## src/rtl/uart_tx_fifo.sv

```systemverilog
// uart_tx_fifo: 2**ADDR_W-entry byte FIFO placed in front of a UART transmitter.
// It launches one byte per frame with a single-cycle o_TX_DV pulse, then waits
// for i_TX_Done before launching the next byte. After reset it resynchronises
// to the transmitter, because the transmitter has no reset of its own.
module uart_tx_fifo #(
  parameter int ADDR_W       = 4,
  parameter int CLKS_PER_BIT = 217
) (
  input  logic              i_Clock,
  input  logic              i_Reset,
  input  logic              i_Wr_DV,
  input  logic [7:0]        i_Wr_Byte,
  output logic              o_Full,
  output logic              o_Empty,
  output logic [ADDR_W:0]   o_Count,
  output logic              o_Overflow,
  output logic              o_Busy,
  output logic              o_TX_DV,
  output logic [7:0]        o_TX_Byte,
  input  logic              i_TX_Active,
  input  logic              i_TX_Done
);

  localparam int                DEPTH      = 1 << ADDR_W;
  localparam logic [15:0]       SYNC_LIMIT = 16'(CLKS_PER_BIT);
  localparam logic [ADDR_W-1:0] PTR_ONE    = {{(ADDR_W-1){1'b0}}, 1'b1};
  localparam logic [ADDR_W:0]   CNT_ONE    = {{ADDR_W{1'b0}}, 1'b1};

  typedef enum logic [1:0] {
    S_SYNC      = 2'd0,
    S_IDLE      = 2'd1,
    S_WAIT_DONE = 2'd2
  } state_t;

  logic [7:0]        mem_q [DEPTH];

  state_t            state_q, state_d;
  logic [ADDR_W-1:0] wr_ptr_q, wr_ptr_d;
  logic [ADDR_W-1:0] rd_ptr_q, rd_ptr_d;
  logic [ADDR_W:0]   count_q, count_d;
  logic [15:0]       sync_cnt_q, sync_cnt_d;
  logic              tx_dv_q, tx_dv_d;
  logic [7:0]        tx_byte_q, tx_byte_d;
  logic              overflow_q, overflow_d;
  logic              full_q, full_d;
  logic              empty_q, empty_d;
  logic              busy_q, busy_d;

  logic              wr_accept;
  logic              pop;

  // Next-state logic for the FIFO bookkeeping, the launch FSM and all registered outputs.
  always_comb begin
    wr_accept  = i_Wr_DV && !count_q[ADDR_W];
    pop        = 1'b0;
    state_d    = state_q;
    sync_cnt_d = sync_cnt_q;

    case (state_q)
      S_SYNC: begin
        if (i_TX_Active) begin
          sync_cnt_d = '0;
        end else if (sync_cnt_q != 16'hFFFF) begin
          sync_cnt_d = sync_cnt_q + 16'd1;
        end
        if (i_TX_Done || (!i_TX_Active && (sync_cnt_q >= SYNC_LIMIT))) begin
          state_d = S_IDLE;
        end
      end
      S_IDLE: begin
        if (count_q != '0) begin
          pop     = 1'b1;
          state_d = S_WAIT_DONE;
        end
      end
      S_WAIT_DONE: begin
        if (i_TX_Done) begin
          if (count_q != '0) begin
            pop = 1'b1;
          end else begin
            state_d = S_IDLE;
          end
        end
      end
      default: begin
        state_d    = S_SYNC;
        sync_cnt_d = '0;
      end
    endcase

    wr_ptr_d   = wr_accept ? (wr_ptr_q + PTR_ONE) : wr_ptr_q;
    rd_ptr_d   = pop ? (rd_ptr_q + PTR_ONE) : rd_ptr_q;
    count_d    = count_q + (wr_accept ? CNT_ONE : '0) - (pop ? CNT_ONE : '0);
    overflow_d = i_Wr_DV && count_q[ADDR_W];
    tx_dv_d    = pop;
    tx_byte_d  = pop ? mem_q[rd_ptr_q] : tx_byte_q;
    full_d     = count_d[ADDR_W];
    empty_d    = (count_d == '0);
    busy_d     = (state_d != S_IDLE);
  end

  // State and output registers, cleared by the synchronous reset.
  always_ff @(posedge i_Clock) begin
    if (i_Reset) begin
      state_q    <= S_SYNC;
      wr_ptr_q   <= '0;
      rd_ptr_q   <= '0;
      count_q    <= '0;
      sync_cnt_q <= '0;
      tx_dv_q    <= 1'b0;
      tx_byte_q  <= 8'h00;
      overflow_q <= 1'b0;
      full_q     <= 1'b0;
      empty_q    <= 1'b1;
      busy_q     <= 1'b1;
    end else begin
      state_q    <= state_d;
      wr_ptr_q   <= wr_ptr_d;
      rd_ptr_q   <= rd_ptr_d;
      count_q    <= count_d;
      sync_cnt_q <= sync_cnt_d;
      tx_dv_q    <= tx_dv_d;
      tx_byte_q  <= tx_byte_d;
      overflow_q <= overflow_d;
      full_q     <= full_d;
      empty_q    <= empty_d;
      busy_q     <= busy_d;
    end
  end

  // Storage array; no reset is needed because the pointers and count define validity.
  always_ff @(posedge i_Clock) begin
    if (wr_accept && !i_Reset) begin
      mem_q[wr_ptr_q] <= i_Wr_Byte;
    end
  end

  assign o_Full     = full_q;
  assign o_Empty    = empty_q;
  assign o_Count    = count_q;
  assign o_Overflow = overflow_q;
  assign o_Busy     = busy_q;
  assign o_TX_DV    = tx_dv_q;
  assign o_TX_Byte  = tx_byte_q;

endmodule
```

## config.mk

```make
export PLATFORM = sky130hd
export DESIGN_NAME = uart_tx_fifo
export DESIGN_NICKNAME = d
export VERILOG_FILES = /design/src/rtl/uart_tx_fifo.sv
export SDC_FILE = /design/constraint.sdc
export NUM_CORES = 1
export LEC_CHECK = 0
export CAP_MARGIN = 20
export CORE_AREA = 2 2 109 111
export CTS_BUF_LIST = sky130_fd_sc_hd__clkbuf_16
export DETAILED_ROUTE_END_ITERATION = 7
export DIE_AREA = 0 0 111 113
export PLACE_DENSITY = 0.84
export SLEW_MARGIN = 10
export SYNTH_ARGS = -nofsm -noshare
export SYNTH_HDL_FRONTEND = slang
export SYNTH_SLANG_ARGS = --single-unit
```

## constraint.sdc

```tcl
create_clock -name i_Clock -period 9.11 [get_ports i_Clock]
set_input_delay 1.822 -clock i_Clock [delete_from_list [all_inputs] [get_ports i_Clock]]
set_output_delay 1.822 -clock i_Clock [all_outputs]
set_load 0.03 [all_outputs]
```

**Run 1: routed clock nets over the placement**

Drawn at 2 px/um.
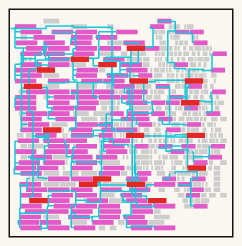
legend:
  red:
    item: cells driving clock nets
    count: 17
  cyan:
    item: clock wires
    length: 1890 um
  magenta:
    item: flip-flops
    count: 171
flops lie: widely spread
Worst Skew: 9.041 ps
Latency at later pin: 430 ps
clock-net power: 733 uW

**Run 1: PDN straps and rails**

Drawn at 3 px/um. Pins as bars on the die edge.
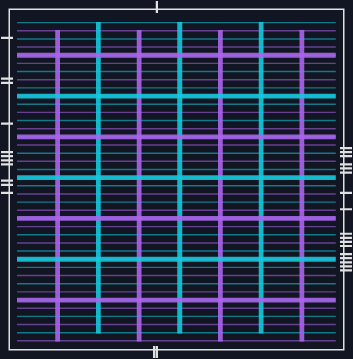
legend:
  cyan:
    net: VDD
  purple:
    net: VSS
met4 straps: 7
rows: 39
die span in x: 111 um
Die Y-Extent: 113 um
core region area: 11270 um2
worst vdd ir: 0.0001862 V

==> impl_metrics.tcl, run 1 <==
# collected from the flow reports
set metrics [dict create \
    outcome "finished clean" \
    cp.arrival_ps 4820 \
    critical-path-slowest-cell "clkdlybuf4s50_1" \
    die-area_um2 12540 \
    p_comb_share_pct 15.1 \
    cts-root-buf "clkbuf_16" \
    grt_first_pass_wirelength_um 24100 \
    dp_hpwl_um 9426 \
    worstHoldStart "o_TX_Byte[0]" \
    setup_viol 0 \
    port-buffer-count 30 \
    required_ps 9420 \
    largest_area_cell "edfxtp_1" \
    maxSlewHeadroom_pct 35.51 \
    drive_gt1_share_pct 12.73 \
    finalCritPeriodShare_pct 49.46 \
    floorplan.core_util_pct 64.42 \
    critPathCaptureType "flip-flop" \
    firstDrtPassIters 5 \
    worst-path-stages 12 \
    startpoint_type "input pin" \
    via_per_inst 6.563 \
    drcViolationCount 0 \
    syn-cell-area_um2 7262 \
    critPathBufInv 3 \
    io_pins 31 \
    r2r-start "o_Count[3]" \
    drtIter0Drc 625 \
    max_freq_ghz 0.2219 \
    cts.path.max_buffers 2 \
    max_stage_delay_ps 520 \
    syn2layout_area_growth_pct 14.02 \
    switching_share_pct 26.08 \
    tns_ps 0 \
    hold_violations 0 \
    fillers 676 \
    fin_crit_ps 4506 \
    path_clk_slew_ps 60 \
    placed_cell_area_um2 7655 \
    reg2reg_slack_ps 5420 \
    cts_tree "yes" \
    topCellsByArea "edfxtp_1 53%, dfxtp_1 12%, mux4_2 9.9%" \
    ctsResizeCount 0 \
    critical_path.endpoint "o_Empty" \
    yosys.cell_types.count 53 \
    rr_worst_depth 13 \
    dp.cells 644 \
    flop_cell "edfxtp_1" \
    p_leak_nw 2.654 \
    yosys_area_um2 7262 \
    powerDensity_nw_per_um2 230.9 \
    common_cells "128 x edfxtp_1, 43 x dfxtp_1, 34 x nor2_1" \
    p_sw_uw 498.7 \
    ys_cells 494 \
    cts_buffers 17 \
    avgSynthCellArea_um2 14.70 \
    drv_slew 0 \
    post-route-cell-area_um2 8280 \
    ys_warn_count 0 \
    synth_seq_share_pct 64.78 \
    crit_start "i_TX_Done" \
    tool_warnings 35 \
    rsz0062_at_grt "no" \
    synthArstFlopShare_pct 0 \
    top_cell_area_share_pct 52.93 \
    p_seq_share_pct 46.6 \
    clockPowerShare_pct 38.3 \
    num_antenna_cells 0 \
]
**Run 1: gate families picked out**

Drawn at 2 px/um.
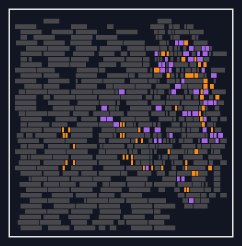
legend:
  orange:
    family: NOR gates
    cells: 54
  purple:
    family: inverting AOI/OAI gates
    cells: 52
count of non-filler cells in the finished layout: 677
Comb/total area: 28.69%
dominant logic cell type in the layout: edfxtp_1

**Run 1: metal layers overlaid**

Drawn at 4 px/um.
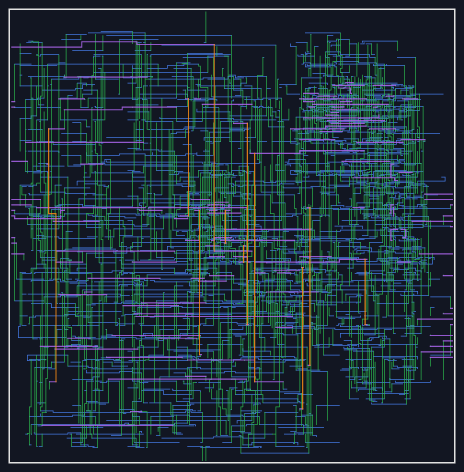
legend:
  blue:
    layer: met1
    wire_length: 6340 um
  purple:
    layer: met3
    wire_length: 1160 um
  green:
    layer: met2
    wire_length: 7510 um
  orange:
    layer: met4
    wire_length: 393 um
Total Wirelength: 15400 um
via count: 4443
drt wl/cell: 22.75 um
GRT Total Usage: 25.84%

## run 1: routing by layer
layer | up-vias | GRT usage, % | routed length (um)
met5 | - | 0 | 0
li1 | 1968 | - | -
met4 | 0 | 11.33 | 392
met2 | 247 | 40.98 | 7512
met1 | 2202 | 34.83 | 6335
met3 | 26 | 6.160 | 1163
## run 1: worst min path at each step
| stage | end | slack (ps) | cells after the start |
|---|---|---|---|
| final | o_TX_Byte[0] | 500 | 2 |
| after global routing | rd_ptr_q[3] | 530 | 2 |
| after CTS | sync_cnt_q[14] | 500 | 2 |
| after detailed placement | sync_cnt_q[14] | 480 | 2 |
| after global placement | sync_cnt_q[14] | 480 | 2 |
| after floorplan | sync_cnt_q[14] | 460 | 2 |
## run 1: registers in the layout, summed over array words and instances, names as in the netlist
register	flops
mem_q	128
o_TX_Byte	8
wr_ptr_q	4
o_TX_DV	1
state_q	2
o_Count	5
o_Empty	1
sync_cnt_q	16
rd_ptr_q	4
o_Busy	1
o_Overflow	1
## run 1: power by group through the flow
stage	registers [mW]	logic, mW	clock network (mW)
after global routing	0.894	0.314	0.767
after global placement	0.907	0.264	0
after CTS	0.893	0.278	0.739
final	0.891	0.288	0.733
after floorplan	0.926	0.172	0
after detailed placement	0.909	0.276	0
## run 1: tightest hold or removal path, delay by kind of cell, from the launching register on
family	cells	cell delay (ps)
AOI/OAI and AO/OA	1	70
and+or+nand+nor	1	70
DFF	1	330
## run 1: area by class of cell
class                           count  area (um2)  area share (%)
Clock buffer                       17       425.4           5.138
Clock inverter                     15       172.7           2.085
Inverter                           19       71.32          0.8613
Multi-Input combinational cell    278        2376           28.69
Sequential cell                   171        4706           56.83
Tap cell                          143       178.9           2.161
Timing Repair Buffer               34       350.3           4.231
## run 1: through the flow
stage / util, % / setup WS, ps / hold slack [ps]
finish: 73.46 / 4604 / 500.1
global route: 73.46 / 4520 / 528.6
CTS: 73.22 / 4708 / 497.8
detailed placement: 67.91 / 4314 / 484.9
global placement: 67.91 / 4449 / 478.6
floorplan: - / 5295 / 455.5
## run 1: kinds of logic (layout without fill, tap and decap cells)
logic type / after synthesis / in the layout / synth area share (%)
compound gates: 58 / 58 / 5.565
xor+xnor: 9 / 9 / 1.086
fa+ha+maj: 19 / 19 / 3.377
buf+inv: 45 / 85 / 2.498
flops: 171 / 171 / 64.78
mux: 56 / 56 / 13.23
simple gates: 136 / 136 / 9.459
**Run 1: clock routing**

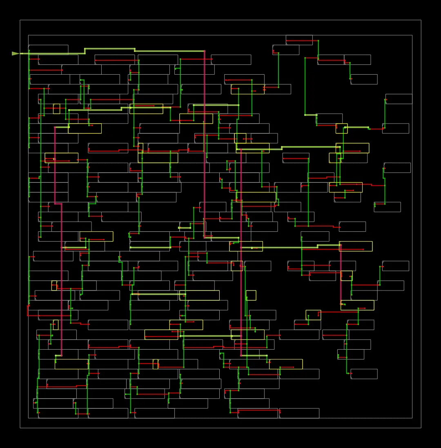

==> run 1 -> run 2 <==
--- a/config.mk
+++ b/config.mk
@@ -6,11 +6,11 @@
 export NUM_CORES = 1
 export LEC_CHECK = 0
 export CAP_MARGIN = 20
-export CORE_AREA = 2 2 109 111
+export CORE_AREA = 2 2 119 121
 export CTS_BUF_LIST = sky130_fd_sc_hd__clkbuf_16
 export DETAILED_ROUTE_END_ITERATION = 7
-export DIE_AREA = 0 0 111 113
-export PLACE_DENSITY = 0.84
+export DIE_AREA = 0 0 121 123
+export PLACE_DENSITY = 0.74
 export SLEW_MARGIN = 10
 export SYNTH_ARGS = -nofsm -noshare
 export SYNTH_HDL_FRONTEND = slang
==> constraint.sdc (replaced) <==
create_clock -name i_Clock -period 3.7 [get_ports i_Clock]
set_input_delay 0.74 -clock i_Clock [delete_from_list [all_inputs] [get_ports i_Clock]]
set_output_delay 0.74 -clock i_Clock [all_outputs]
set_load 0.03 [all_outputs]
**Run 2: clock routing**

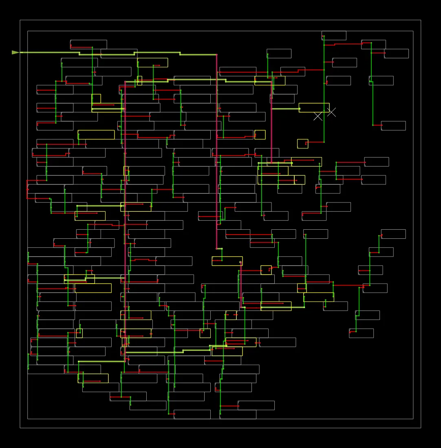
CTS Sinks: 171
clock-net power: 1.78 mW
TritonCTS Buffers: 17
flip-flops: 171
Worst Skew: 13.70 ps

**Run 2: gate families picked out**

Drawn at 2 px/um.
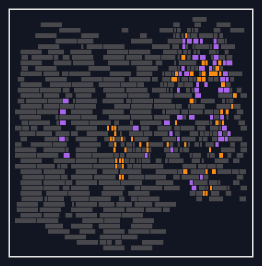
legend:
  orange:
    family: NOR gates
    cells: 54
  purple:
    family: inverting AOI/OAI gates
    cells: 52
count of non-filler cells in the finished layout: 729
Comb/total area: 28.18%

==> run 2 against run 1 <==
The run now ends with design-rule violations left. Routed wire length down 4.6%. First-iteration DRC count down 26%. Synthesized cell count unchanged. Clock skew up 4.7 ps. Sequential power up 140%. Sequential share of layout area down 1.0 points. Combinational power up 150%. Flip-flop count unchanged. Largest power group unchanged. Highest routed layer unchanged.
==> impl_metrics.tcl, run 2 <==
# collected from the flow reports
set metrics [dict create \
    via_per_inst 5.999 \
    p_leak_nw 2.725 \
    critPathCaptureType "flip-flop" \
    clockPowerShare_pct 38.1 \
    p_comb_share_pct 15.3 \
    violations "design-rule violations" \
    hold_violations 0 \
    tns_ps 0 \
    ctsHoldBuffers 0 \
    ys_warn_count 0 \
    largest_register "mem_q" \
    rr_worst_depth 13 \
    cp.arrival_ps 3410 \
    largest_reg_flops 128 \
    avgSynthCellArea_um2 14.70 \
    flop_cell "edfxtp_1" \
    topCellsByArea "edfxtp_1 53%, dfxtp_1 12%, mux4_2 9.9%" \
    whs_path_depth 2 \
    port-buffer-count 30 \
    p_seq_share_pct 46.6 \
    fin_ws_ps 603.0 \
    drcViolationCount 3 \
    ys_cells 494 \
    die_x_um 121 \
    drv_slew 0 \
    mostFrequentLayoutCell "edfxtp_1" \
    drtIter0Drc 462 \
    rsz0062_at_grt "no" \
    critical_path.endpoint "o_Empty" \
    drive_gt1_share_pct 15.30 \
    ff_latch_area_um2 4706 \
    maxSlewHeadroom_pct 36.13 \
    clk_latency_ps 430 \
    comb_area_um2 2376 \
    cts-root-buf "clkbuf_16" \
    dp_hpwl_um 9318 \
    die_h_um 123 \
    largest_area_cell "edfxtp_1" \
    placed_cell_area_um2 7834 \
    outcome "finished with violations" \
    yosys.cell_types.count 53 \
    drt_wl_total_um 14690 \
    required_ps 4020 \
    startpoint_type "flip-flop" \
    post-route-cell-area_um2 8433 \
    path_clk_slew_ps 60 \
    switching_share_pct 25.57 \
    r2r-start "o_Count[3]" \
    yosys_area_um2 7262 \
    track_usage_pct 21.88 \
    cts_tree "yes" \
    dp.cells 697 \
    syn2layout_area_growth_pct 16.13 \
    tool_warnings 35 \
    max_freq_ghz 0.3229 \
    finalCritPeriodShare_pct 83.70 \
    crit_start "o_Count[3]" \
    num_antenna_cells 0 \
    top_cell_area_share_pct 52.93 \
    fillers 999 \
    common_cells "128 x edfxtp_1, 43 x dfxtp_1, 34 x nor2_1" \
    setup_viol 0 \
    firstDrtPassIters 8 \
    die-area_um2 14880 \
    io_pins 31 \
    cts.path.max_buffers 2 \
    avgRoutedWirePerCell_um 20.16 \
    floorplan.core_util_pct 53.35 \
    p_total_mw 4.683 \
    powerDensity_nw_per_um2 555.3 \
    syn-cell-area_um2 7262 \
    routed-via-count 4373 \
    ctsResizeCount 0 \
    p_sw_mw 1.198 \
]
**Run 2: PDN straps and rails**

Drawn at 3 px/um. Pins as bars on the die edge.
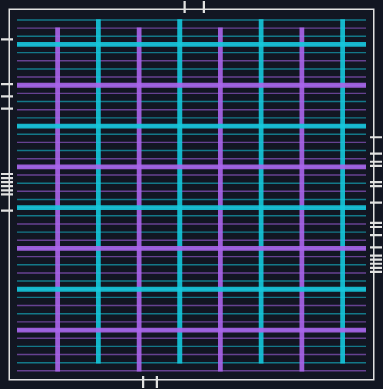
legend:
  cyan:
    net: VDD
  purple:
    net: VSS
met1 rails: 44
met5 straps: 8
met4 straps: 8
worst vdd ir: 0.0005075 V
core region area: 13610 um2

run 2: final cells by class:
class | instances | area share [%]
clock buffer | 17 | 5.045
multi-input combinational | 278 | 28.18
inverter | 19 | 0.8457
timing repair buffer | 49 | 5.401
tap | 180 | 2.671
sequential | 171 | 55.80
clock inverter | 15 | 2.062
run 2: per-stage QoR:
stage	hold WS [ps]	util [%]
final	494.7	61.95
after global placement	477.3	57.55
after detailed placement	481.4	57.55
after global routing	530.2	61.95
after floorplan	455.5	-
after CTS	490.4	61.95
run 2: critical path, cell delays in order (launching register included):
cell	delay (ps)
dfxtp_1	330
inv_1	90
ha_1	130
or4b_2	670
nand3_1	140
inv_1	100
ha_1	280
inv_1	40
ha_1	200
fa_1	400
a21oi_1	150
o21bai_1	90
xnor2_1	150
a41o_1	230
run 2: power groups by stage:
stage	logic [mW]	clock network (mW)	registers, mW
3_5_place_dp	0.707	0	2.23
5_1_grt	0.787	1.88	2.20
6_report	0.716	1.78	2.18
2_1_floorplan	0.424	0	2.28
4_1_cts	0.711	1.81	2.18
3_3_place_gp	0.681	0	2.22
run 2: logic make-up (layout without fill, tap and decap cells):
kind of cell / Yosys count / count (layout) / share of synthesized area [%]
mux: 56 / 56 / 13.23
flops: 171 / 171 / 64.78
xor+xnor: 9 / 9 / 1.086
simple gates: 136 / 136 / 9.459
buf+inv: 45 / 100 / 2.498
fa+ha+maj: 19 / 19 / 3.377
compound gates: 58 / 58 / 5.565
run 2: how the worst min path moves through the flow:
stage,startpoint,end,slack (ps)
CTS,sync_cnt_q[14],sync_cnt_q[14],490
global placement,sync_cnt_q[7],sync_cnt_q[7],480
floorplan,sync_cnt_q[14],sync_cnt_q[14],460
detailed placement,sync_cnt_q[14],sync_cnt_q[14],480
global route,sync_cnt_q[14],sync_cnt_q[14],530
finish,sync_cnt_q[14],sync_cnt_q[14],490
run 2: routing by layer:
metal	vias to the layer above	share of wire, %	track usage [%]
met5	-	0	0
met4	0	2.0	8.212
met3	34	6.4	5.673
met2	179	50	35.64
met1	2170	42	28.54
li1	1990	-	-
**Run 2: metal layers overlaid**

Drawn at 4 px/um.
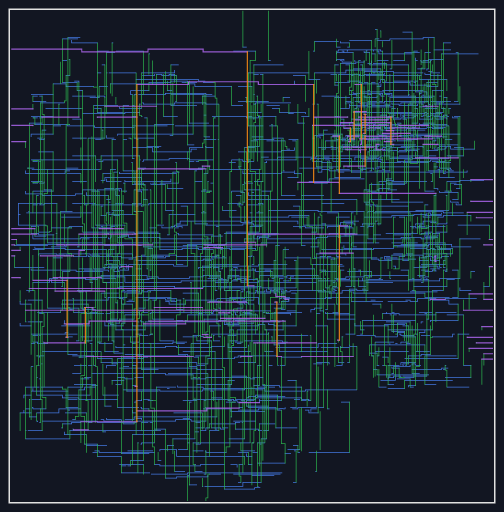

==> run 2 -> run 3 <==
--- a/config.mk
+++ b/config.mk
@@ -6,11 +6,11 @@
 export NUM_CORES = 1
 export LEC_CHECK = 0
 export CAP_MARGIN = 20
-export CORE_AREA = 2 2 119 121
+export CORE_AREA = 2 2 114 116
 export CTS_BUF_LIST = sky130_fd_sc_hd__clkbuf_16
 export DETAILED_ROUTE_END_ITERATION = 7
-export DIE_AREA = 0 0 121 123
-export PLACE_DENSITY = 0.74
+export DIE_AREA = 0 0 116 118
+export PLACE_DENSITY = 0.77
 export SLEW_MARGIN = 10
 export SYNTH_ARGS = -nofsm -noshare
 export SYNTH_HDL_FRONTEND = slang
==> constraint.sdc (replaced) <==
create_clock -name i_Clock -period 3.2 [get_ports i_Clock]
set_input_delay 0.64 -clock i_Clock [delete_from_list [all_inputs] [get_ports i_Clock]]
set_output_delay 0.64 -clock i_Clock [all_outputs]
set_load 0.03 [all_outputs]
**Run 3: metal layers overlaid**

Drawn at 4 px/um.
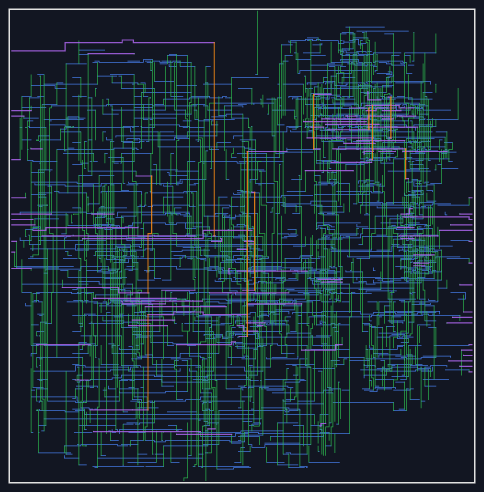
legend:
  green:
    layer: met2
    wire_length: 7410 um
  purple:
    layer: met3
    wire_length: 902 um
  blue:
    layer: met1
    wire_length: 6020 um
  orange:
    layer: met4
    wire_length: 223 um
via count: 4364
GRT Total Usage: 22.88%
drt wl/cell: 19.89 um
Total Wirelength: 14560 um

**Run 3: routed clock nets over the placement**

Drawn at 2 px/um.
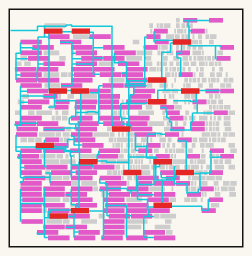
legend:
  cyan:
    item: clock wires
    length: 1770 um
  red:
    item: cells driving clock nets
    count: 17
  magenta:
    item: flip-flops
    count: 171
flops lie: widely spread
Clock power frac: 36.9%
clock-net power: 1.98 mW
Worst Skew: 6.250 ps

**Run 3: gate families picked out**

Drawn at 2 px/um.
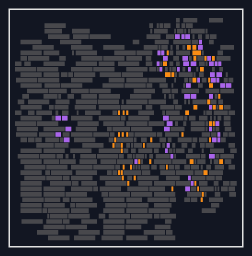
legend:
  purple:
    family: inverting AOI/OAI gates
    cells: 52
  orange:
    family: NOR gates
    cells: 54
Comb/total area: 28.05%
count of non-filler cells in the finished layout: 732

==> run 3 against run 2 <==
The flow now finishes without violations. Utilization grew 6.4 points. Combinational power up 19%. Via count decreased by 0.21%. Global-route usage grew 1.0 points. Non-clock buffer count grew 11. Register-to-register slack lost 300 ps. Fmax up 7.0%. Worst hold slack lost 13 ps. Critical path type unchanged. Critical endpoint unchanged.
==> impl_metrics.tcl, run 3 <==
# collected from the flow reports
set metrics [dict create \
    yosys_area_um2 7262 \
    drtIter0Drc 522 \
    tns_ps 0 \
    hold_violations 0 \
    flop_cell "edfxtp_1" \
    clk_latency_ps 430 \
    avgSynthCellArea_um2 14.70 \
    cts.sinks 171 \
    yosys.cell_types.count 53 \
    dr_wl_met2_um 7409 \
    port-buffer-count 30 \
    fin_nets 579 \
    rsz0062_at_grt "no" \
    startpoint_type "flip-flop" \
    powerDensity_nw_per_um2 631.6 \
    tool_warnings 35 \
    p_leak_nw 2.770 \
    dp_hpwl_um 9462 \
    worst_pin_slew_ps 865.0 \
    ys_ff 171 \
    crit_chain "inv_1 > ha_1 > or4b_4 > nand3_1 > inv_1 > ha_1 > inv_1 > ha_1 > fa_1 > a21oi_1 > o21bai_1 > xnor2_1 > a41o_1" \
    maxUsedRoutingLayer "met4" \
    synthCells 494 \
    topCellsByArea "edfxtp_1 53%, dfxtp_1 12%, mux4_2 9.9%" \
    path_clk_slew_ps 60 \
    drt-met1-wl_um 6021 \
    floorplan.core_util_pct 58.50 \
    finalCritPeriodShare_pct 90.47 \
    grt_first_pass_wirelength_um 22960 \
    largest_area_cell "edfxtp_1" \
    lay_top_cells "128 x edfxtp_1, 42 x dfxtp_1, 34 x nor2_1" \
    post_cts_buffers 0 \
    path_class "flip-flop to flip-flop" \
    common_cells "128 x edfxtp_1, 43 x dfxtp_1, 34 x nor2_1" \
    top_cell_area_share_pct 52.93 \
    wl_met3_um 902 \
    core_area_um2 12410 \
    via_per_inst 5.962 \
    outcome "finished clean" \
    drcViolationCount 0 \
    io_pins 31 \
    drv_slew 0 \
    cts_tree "yes" \
    max_freq_ghz 0.3454 \
    ir_worst_vdd_v 0.0003829 \
    fillers 851 \
    p_total_mw 5.358 \
    post-synth-top-count-cell "edfxtp_1" \
    required_ps 3520 \
    syn2layout_area_growth_pct 16.83 \
    fin_hold_ws_ps 481.4 \
    cap_violations 0 \
    cts_buffers 17 \
    largest_reg_flops 128 \
    die-area_um2 13690 \
    setup_viol 0 \
    die_x_um 116 \
    drive_gt1_share_pct 16.79 \
    fin_ws_ps 304.9 \
    max_stage_delay_ps 510 \
    num_antenna_cells 0 \
    largest_register "mem_q" \
    utilization_pct 68.34 \
    grt_pass1_vias 4330 \
    cts-root-buf "clkbuf_16" \
    cp.arrival_ps 3220 \
    die_h_um 118 \
    mostFrequentLayoutCell "edfxtp_1" \
    critPathCaptureType "flip-flop" \
    firstDrtPassIters 5 \
    ys_cells 494 \
    critical-path-slowest-cell "or4b_4" \
    maxSlewHeadroom_pct 42.26 \
    ys_warn_count 0 \
    cts.path.max_buffers 2 \
    syn-cell-area_um2 7262 \
]
[run 3: cell counts after synthesis]
Identical to the previous run, type by type.
[run 3: area by class of cell]
| cell class | count | area, um2 | share of cell area, % |
|---|---|---|---|
| clock buffer | 17 | 425.4 | 5.014 |
| clock inverter | 15 | 148.9 | 1.755 |
| inverter | 19 | 71.32 | 0.8406 |
| multi-input combinational | 278 | 2380 | 28.05 |
| sequential | 171 | 4706 | 55.46 |
| tap | 172 | 215.2 | 2.536 |
| timing repair buffer | 60 | 538.0 | 6.341 |
[run 3: metal layers]
layer / vias to the layer above / track usage, %
met5: - / 0
li1: 2013 / -
met2: 183 / 37.46
met1: 2144 / 30.36
met4: 0 / 7.217
met3: 24 / 5.510
[run 3: worst paths after layout]
path / startpoint / depth (start not counted) / endpoint / slack [ps]
hold reg to reg: sync_cnt_q[14] / 2 / sync_cnt_q[14] / 480
setup reg to reg: o_Count[3] / 13 / o_Empty / 300
setup / recovery: o_Count[3] / 13 / o_Empty / 300
hold / removal: sync_cnt_q[14] / 2 / sync_cnt_q[14] / 480
[run 3: through the flow]
stage / instance area [um2] / instances
after global placement: 7906 / 700
final: 8484 / 732
after detailed placement: 7906 / 700
after floorplan: 7262 / 494
after CTS: 8481 / 732
after global routing: 8484 / 732
[run 3: power by group]
group	total [mW]	switching, mW	internal [mW]
combinational	0.852	0.490	0.362
sequential	2.53	0.0678	2.46
clock	1.98	0.829	1.15
total	5.36	1.39	3.97
[run 3: worst max-delay path, delay by kind of cell (launching register included)]
| family | cells | cell delay (ps) |
|---|---|---|
| AOI/OAI and AO/OA | 3 | 460 |
| buffers and inverters | 3 | 200 |
| DFF | 1 | 330 |
| and+or+nand+nor | 2 | 660 |
| adders and majority gates | 4 | 1010 |
| xor gates and xnor gates | 1 | 140 |
[run 3: cells by family (layout without fill, tap and decap cells)]
group,Yosys count,count (layout),synth area share [%]
adders and majority gates,19,19,3.377
DFF,171,171,64.78
xor gates and xnor gates,9,9,1.086
buffers and inverters,45,111,2.498
and+or+nand+nor,136,136,9.459
muxes,56,56,13.23
AOI/OAI and AO/OA,58,58,5.565
[run 3: what timing repair did]
action | CTS | global route
setup endpoints to repair | 0 | 2
resized | 0 | 1
hold buffers | 0 | 0
hold endpoints to repair | 0 | 0
Power is estimated from default activity; no workload was simulated.
